<file path="src/rtl/el2_lsu_trigger_sched.sv">
// LSU data-trigger CSR storage and hit sequencing: detect, hold until commit/flush, report with valid/ack.
// Optional feature macro: RV_LSU_TRIGGER_CHAIN_EN (pairs triggers 0/1 and 2/3 through the chain bit).

package el2_lsu_trigger_sched_pkg;
  typedef struct packed {
    logic        select;
    logic        match;
    logic        store;
    logic        load;
    logic        m;
    logic [31:0] tdata2;
  } trigger_pkt_t;
endpackage

module el2_lsu_trigger_sched
  import el2_lsu_trigger_sched_pkg::*;
(
  input  logic                   clk,
  input  logic                   rst_l,
  input  logic                   csr_wr_en,
  input  logic [1:0]             csr_wr_idx,
  input  logic                   csr_wr_sel,
  input  logic [31:0]            csr_wr_data,
  input  logic                   dbg_mode,
  output trigger_pkt_t [3:0]     trigger_pkt_any,
  output logic [3:0][31:0]       tdata1_rd,
  input  logic [3:0]             lsu_trigger_match_m,
  input  logic                   lsu_pkt_m_valid,
  input  logic                   lsu_commit_r,
  input  logic                   lsu_flush_r,
  output logic                   trig_hit_valid,
  output logic [3:0]             trig_hit_vec,
  output logic                   trig_hit_action,
  input  logic                   trig_hit_ack,
  output logic [7:0]             trig_drop_cnt
);

  localparam int unsigned NTRIG    = 4;
  localparam int unsigned XLEN     = 32;
  localparam int unsigned CNTW     = 8;
  localparam int unsigned B_LOAD   = 0;
  localparam int unsigned B_STORE  = 1;
  localparam int unsigned B_M      = 6;
  localparam int unsigned B_MATCH  = 7;
  localparam int unsigned B_ACTION = 12;
  localparam int unsigned B_SELECT = 19;
  localparam int unsigned B_HIT    = 20;
  localparam int unsigned B_DMODE  = 27;
`ifdef RV_LSU_TRIGGER_CHAIN_EN
  localparam int unsigned B_CHAIN  = 11;
  localparam logic [XLEN-1:0] T1_MASK = 32'h0818_18C3;
`else
  localparam logic [XLEN-1:0] T1_MASK = 32'h0818_10C3;
`endif

  typedef enum logic [1:0] {IDLE, PEND, REPORT} state_t;

  state_t                      state, state_nxt;
  logic [NTRIG-1:0][XLEN-1:0]  tdata1, tdata1_nxt;
  logic [NTRIG-1:0][XLEN-1:0]  tdata2, tdata2_nxt;
  logic [XLEN-1:0]             wr_t1;
  logic [NTRIG-1:0]            q_raw, q, act_bits;
  logic [NTRIG-1:0]            hit_r, hit_nxt;
  logic                        action_r, action_nxt;
  logic                        drop_inc;

  // Qualify raw matches and apply pairwise chaining.
  always_comb begin
    q_raw = lsu_trigger_match_m & {NTRIG{lsu_pkt_m_valid}};
    q     = q_raw;
`ifdef RV_LSU_TRIGGER_CHAIN_EN
    if (tdata1[0][B_CHAIN]) begin
      q[0] = q_raw[0] & q_raw[1];
      q[1] = q_raw[1] & q_raw[0];
    end
    if (tdata1[2][B_CHAIN]) begin
      q[2] = q_raw[2] & q_raw[3];
      q[3] = q_raw[3] & q_raw[2];
    end
`endif
    for (int i = 0; i < NTRIG; i++) act_bits[i] = tdata1[i][B_ACTION];
  end

  // CSR writes; a dmode-owned trigger is locked outside debug mode.
  always_comb begin
    tdata1_nxt = tdata1;
    tdata2_nxt = tdata2;
    wr_t1      = '0;
    if (csr_wr_en && !(tdata1[csr_wr_idx][B_DMODE] && !dbg_mode)) begin
      if (!csr_wr_sel) begin
        wr_t1         = csr_wr_data & T1_MASK;
        wr_t1[B_HIT]  = csr_wr_data[B_HIT] & tdata1[csr_wr_idx][B_HIT];
        if (!dbg_mode) wr_t1[B_DMODE] = 1'b0;
        tdata1_nxt[csr_wr_idx] = wr_t1;
      end else begin
        tdata2_nxt[csr_wr_idx] = csr_wr_data;
      end
    end
    if (state == REPORT && trig_hit_ack) begin
      for (int i = 0; i < NTRIG; i++)
        if (hit_r[i]) tdata1_nxt[i][B_HIT] = 1'b1;
    end
  end

  // Hit sequencing next-state.
  always_comb begin
    state_nxt  = state;
    hit_nxt    = hit_r;
    action_nxt = action_r;
    drop_inc   = (state != IDLE) && (|q) && (trig_drop_cnt != {CNTW{1'b1}});
    case (state)
      IDLE: begin
        if (|q) begin
          hit_nxt    = q;
          action_nxt = |(q & act_bits);
          state_nxt  = PEND;
        end
      end
      PEND: begin
        if (lsu_flush_r) begin
          hit_nxt    = '0;
          action_nxt = 1'b0;
          state_nxt  = IDLE;
        end else if (lsu_commit_r) begin
          state_nxt  = REPORT;
        end
      end
      REPORT: begin
        if (trig_hit_ack) begin
          hit_nxt    = '0;
          action_nxt = 1'b0;
          state_nxt  = IDLE;
        end
      end
      default: begin
        hit_nxt    = '0;
        action_nxt = 1'b0;
        state_nxt  = IDLE;
      end
    endcase
  end

  always_ff @(posedge clk or negedge rst_l) begin
    if (!rst_l) begin
      state           <= IDLE;
      tdata1          <= '0;
      tdata2          <= '0;
      hit_r           <= '0;
      action_r        <= 1'b0;
      trig_hit_valid  <= 1'b0;
      trig_hit_vec    <= '0;
      trig_hit_action <= 1'b0;
      trig_drop_cnt   <= '0;
    end else begin
      state           <= state_nxt;
      tdata1          <= tdata1_nxt;
      tdata2          <= tdata2_nxt;
      hit_r           <= hit_nxt;
      action_r        <= action_nxt;
      trig_hit_valid  <= (state_nxt == REPORT);
      trig_hit_vec    <= (state_nxt == REPORT) ? hit_nxt : '0;
      trig_hit_action <= (state_nxt == REPORT) ? action_nxt : 1'b0;
      if (drop_inc) trig_drop_cnt <= trig_drop_cnt + CNTW'(1);
    end
  end

  // Matcher packets and readback come straight from the CSR registers.
  always_comb begin
    for (int i = 0; i < NTRIG; i++) begin
      trigger_pkt_any[i].select = tdata1[i][B_SELECT];
      trigger_pkt_any[i].match  = tdata1[i][B_MATCH];
      trigger_pkt_any[i].store  = tdata1[i][B_STORE];
      trigger_pkt_any[i].load   = tdata1[i][B_LOAD];
      trigger_pkt_any[i].m      = tdata1[i][B_M];
      trigger_pkt_any[i].tdata2 = tdata2[i];
    end
  end

  assign tdata1_rd = tdata1;

endmodule

</file>
<file path="config.mk">
export PLATFORM = sky130hd
export DESIGN_NAME = el2_lsu_trigger_sched
export DESIGN_NICKNAME = d
export VERILOG_FILES = /design/src/rtl/el2_lsu_trigger_sched.sv
export SDC_FILE = /design/constraint.sdc
export NUM_CORES = 1
export LEC_CHECK = 0
export CAP_MARGIN = 25
export CORE_MARGIN = 2
export CORE_UTILIZATION = 43
export CTS_BUF_LIST = sky130_fd_sc_hd__clkbuf_8 sky130_fd_sc_hd__clkbuf_16
export DETAILED_ROUTE_END_ITERATION = 6
export MAX_ROUTING_LAYER = met4
export PLACE_DENSITY = 0.81
export SYNTH_ARGS = -nofsm -noshare
export SYNTH_HDL_FRONTEND = slang
export SYNTH_SLANG_ARGS = --single-unit
</file>
<file path="constraint.sdc">
create_clock -name clk -period 1.9 [get_ports clk]
set_input_delay 0.285 -clock clk [delete_from_list [all_inputs] [get_ports clk]]
set_output_delay 0.285 -clock clk [all_outputs]
set_load 0.1 [all_outputs]
</file>
==> impl_metrics.py <==
# Metrics from the implementation run
metrics = {
    "place": {
        "post-dp-hpwl_um": 13500,
        "dp.cells": 1025,
        "dpl_cell_area_um2": 9900,
        "post-place-ws_ps": -95.8,
    },
    "final_timing": {
        "drv_slew": 0,
        "relSlewSlack_pct": 60.7,
        "fin_crit_sh_pct": 95.8,
    },
    "synthesis": {
        "post_synth_ao_oa_area_fraction_pct": 2.97,
        "top_cell_area_share_pct": 57.1,
        "yosysTopAreaCell": "dfrtp_1",
        "async_reset_ff_share_pct": 100,
        "ff_type": "dfrtp_1",
    },
    "run": {
        "warnings": 26,
        "maxCapViolations": 0,
    },
    "critical_path": {
        "cp_data_arrival_time_ps": 2120,
        "criticalPathCategory": "reg -> reg",
        "cp-start-kind": "register",
        "r2r_start": "trig_drop_cnt[0]",
    },
    "drt": {
        "routedWlPerCell_um": 17.3,
        "finalWirelength_um": 18300,
    },
    "cells_and_area": {
        "final_nets": 864,
    },
    "run_status": {
        "status": "finished clean",
    },
    "clocking": {
        "htree_levels": 4,
    },
    "floorplan": {
        "die_area_um2": 19500,
    },
    "min_path": {
        "hold_class": "in -> async",
    },
}
cell type report:
| type | instances | area [um2] |
|---|---|---|
| clock buffers | 17 | 425 |
| clock inverters | 15 | 148 |
| fillers | 1469 | 7540 |
| inverters | 5 | 18.8 |
| multi-input cells | 332 | 2720 |
| flip-flops and latches | 181 | 4550 |
| well taps | 229 | 287 |
| repair buffers | 279 | 2340 |
registers in the layout, indices dropped and copies added, names as in the netlist:
signal,flops
action_r,1
trig_drop_cnt,8
hit_r,4
trig_hit_valid,1
tdata1_rd,32
state,2
trig_hit_vec,4
trig_hit_action,1
trigger_pkt_any,128
metal layers:
layer  GRT usage [%]  up-vias  wire length (um)  share of wire, %
li1                -     2234                 -                 -
met1            24.7     2508              7840                43
met2            31.0      195              9120                50
met3            3.96       18              1030               5.7
met4            5.89        0               253               1.4
met5               -        -                 0                 0
critical path, stage by stage, from the launching register on:
cell	delay (ps)
dfrtp_4	500
ha_2	220
and3_1	210
a211oi_4	400
mux2_2	390
worst paths after layout:
check	depth (start not counted)	endpoint	slack (ps)
hold reg to reg	1	trig_drop_cnt[6]	490
setup / recovery	4	trig_drop_cnt[1]	80
setup reg to reg	4	trig_drop_cnt[1]	80
min in group clk	1	trig_drop_cnt[6]	490
hold / removal	2	tdata1_rd[12]	420
max in group asynchronous	3	trigger_pkt_any[10]	870
logic make-up after synthesis:
logic type,after synthesis
adder cells (fa/ha/maj),1
AND/OR/NAND/NOR,45
other,1
buffers and inverters,136
XOR/XNOR,7
multiplexers,155
flip-flops,181
AND-OR/OR-AND,28
layout by cell type (no fill, tap or decap), drive strengths merged, types with 7 or more instances in the layout:
master / n
clkbuf: 17
clkinvlp: 7
mux2: 153
nand2: 11
clkdlybuf4s50: 45
conb: 96
o21ai: 7
nor2: 10
buf: 233
inv: 11
dfrtp: 181
### Clock routing

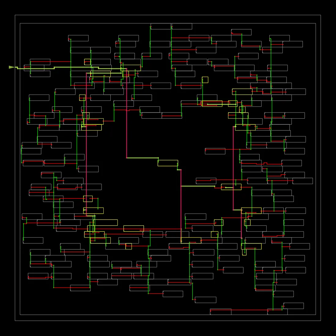
Worst Clk Skew: 9.80 ps
CTS Sinks: 181
clock buf count: 17

### Cell density map

Scale: 2 px per um. The die is cut into 14 by 14 equal tiles; black is low, pale yellow is high, 0 to 100% covered.
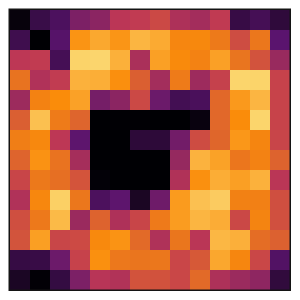
nearly empty tiles	9.2%
mean over tiles	52%
fullest tile	91%
FP Core Util: 44.0%
core area: 18000 um2
final core utilization: 58.2%

### Placed cells, one colour a class

Scale: 3 px per um. Fill, decap, tap and diode cells in grey.
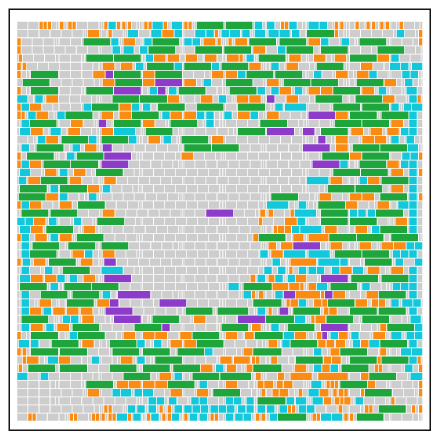
colour	class	cells	share of their area
green	registers	181	45%
cyan	remaining buffers and delay cells	279	23%
purple	clock drivers and dummy loads	32	5.6%
orange	remaining logic cells	337	27%
FP Rows: 49
Seq/total area: 43.4%
Finished Cell Area: 10500 um2

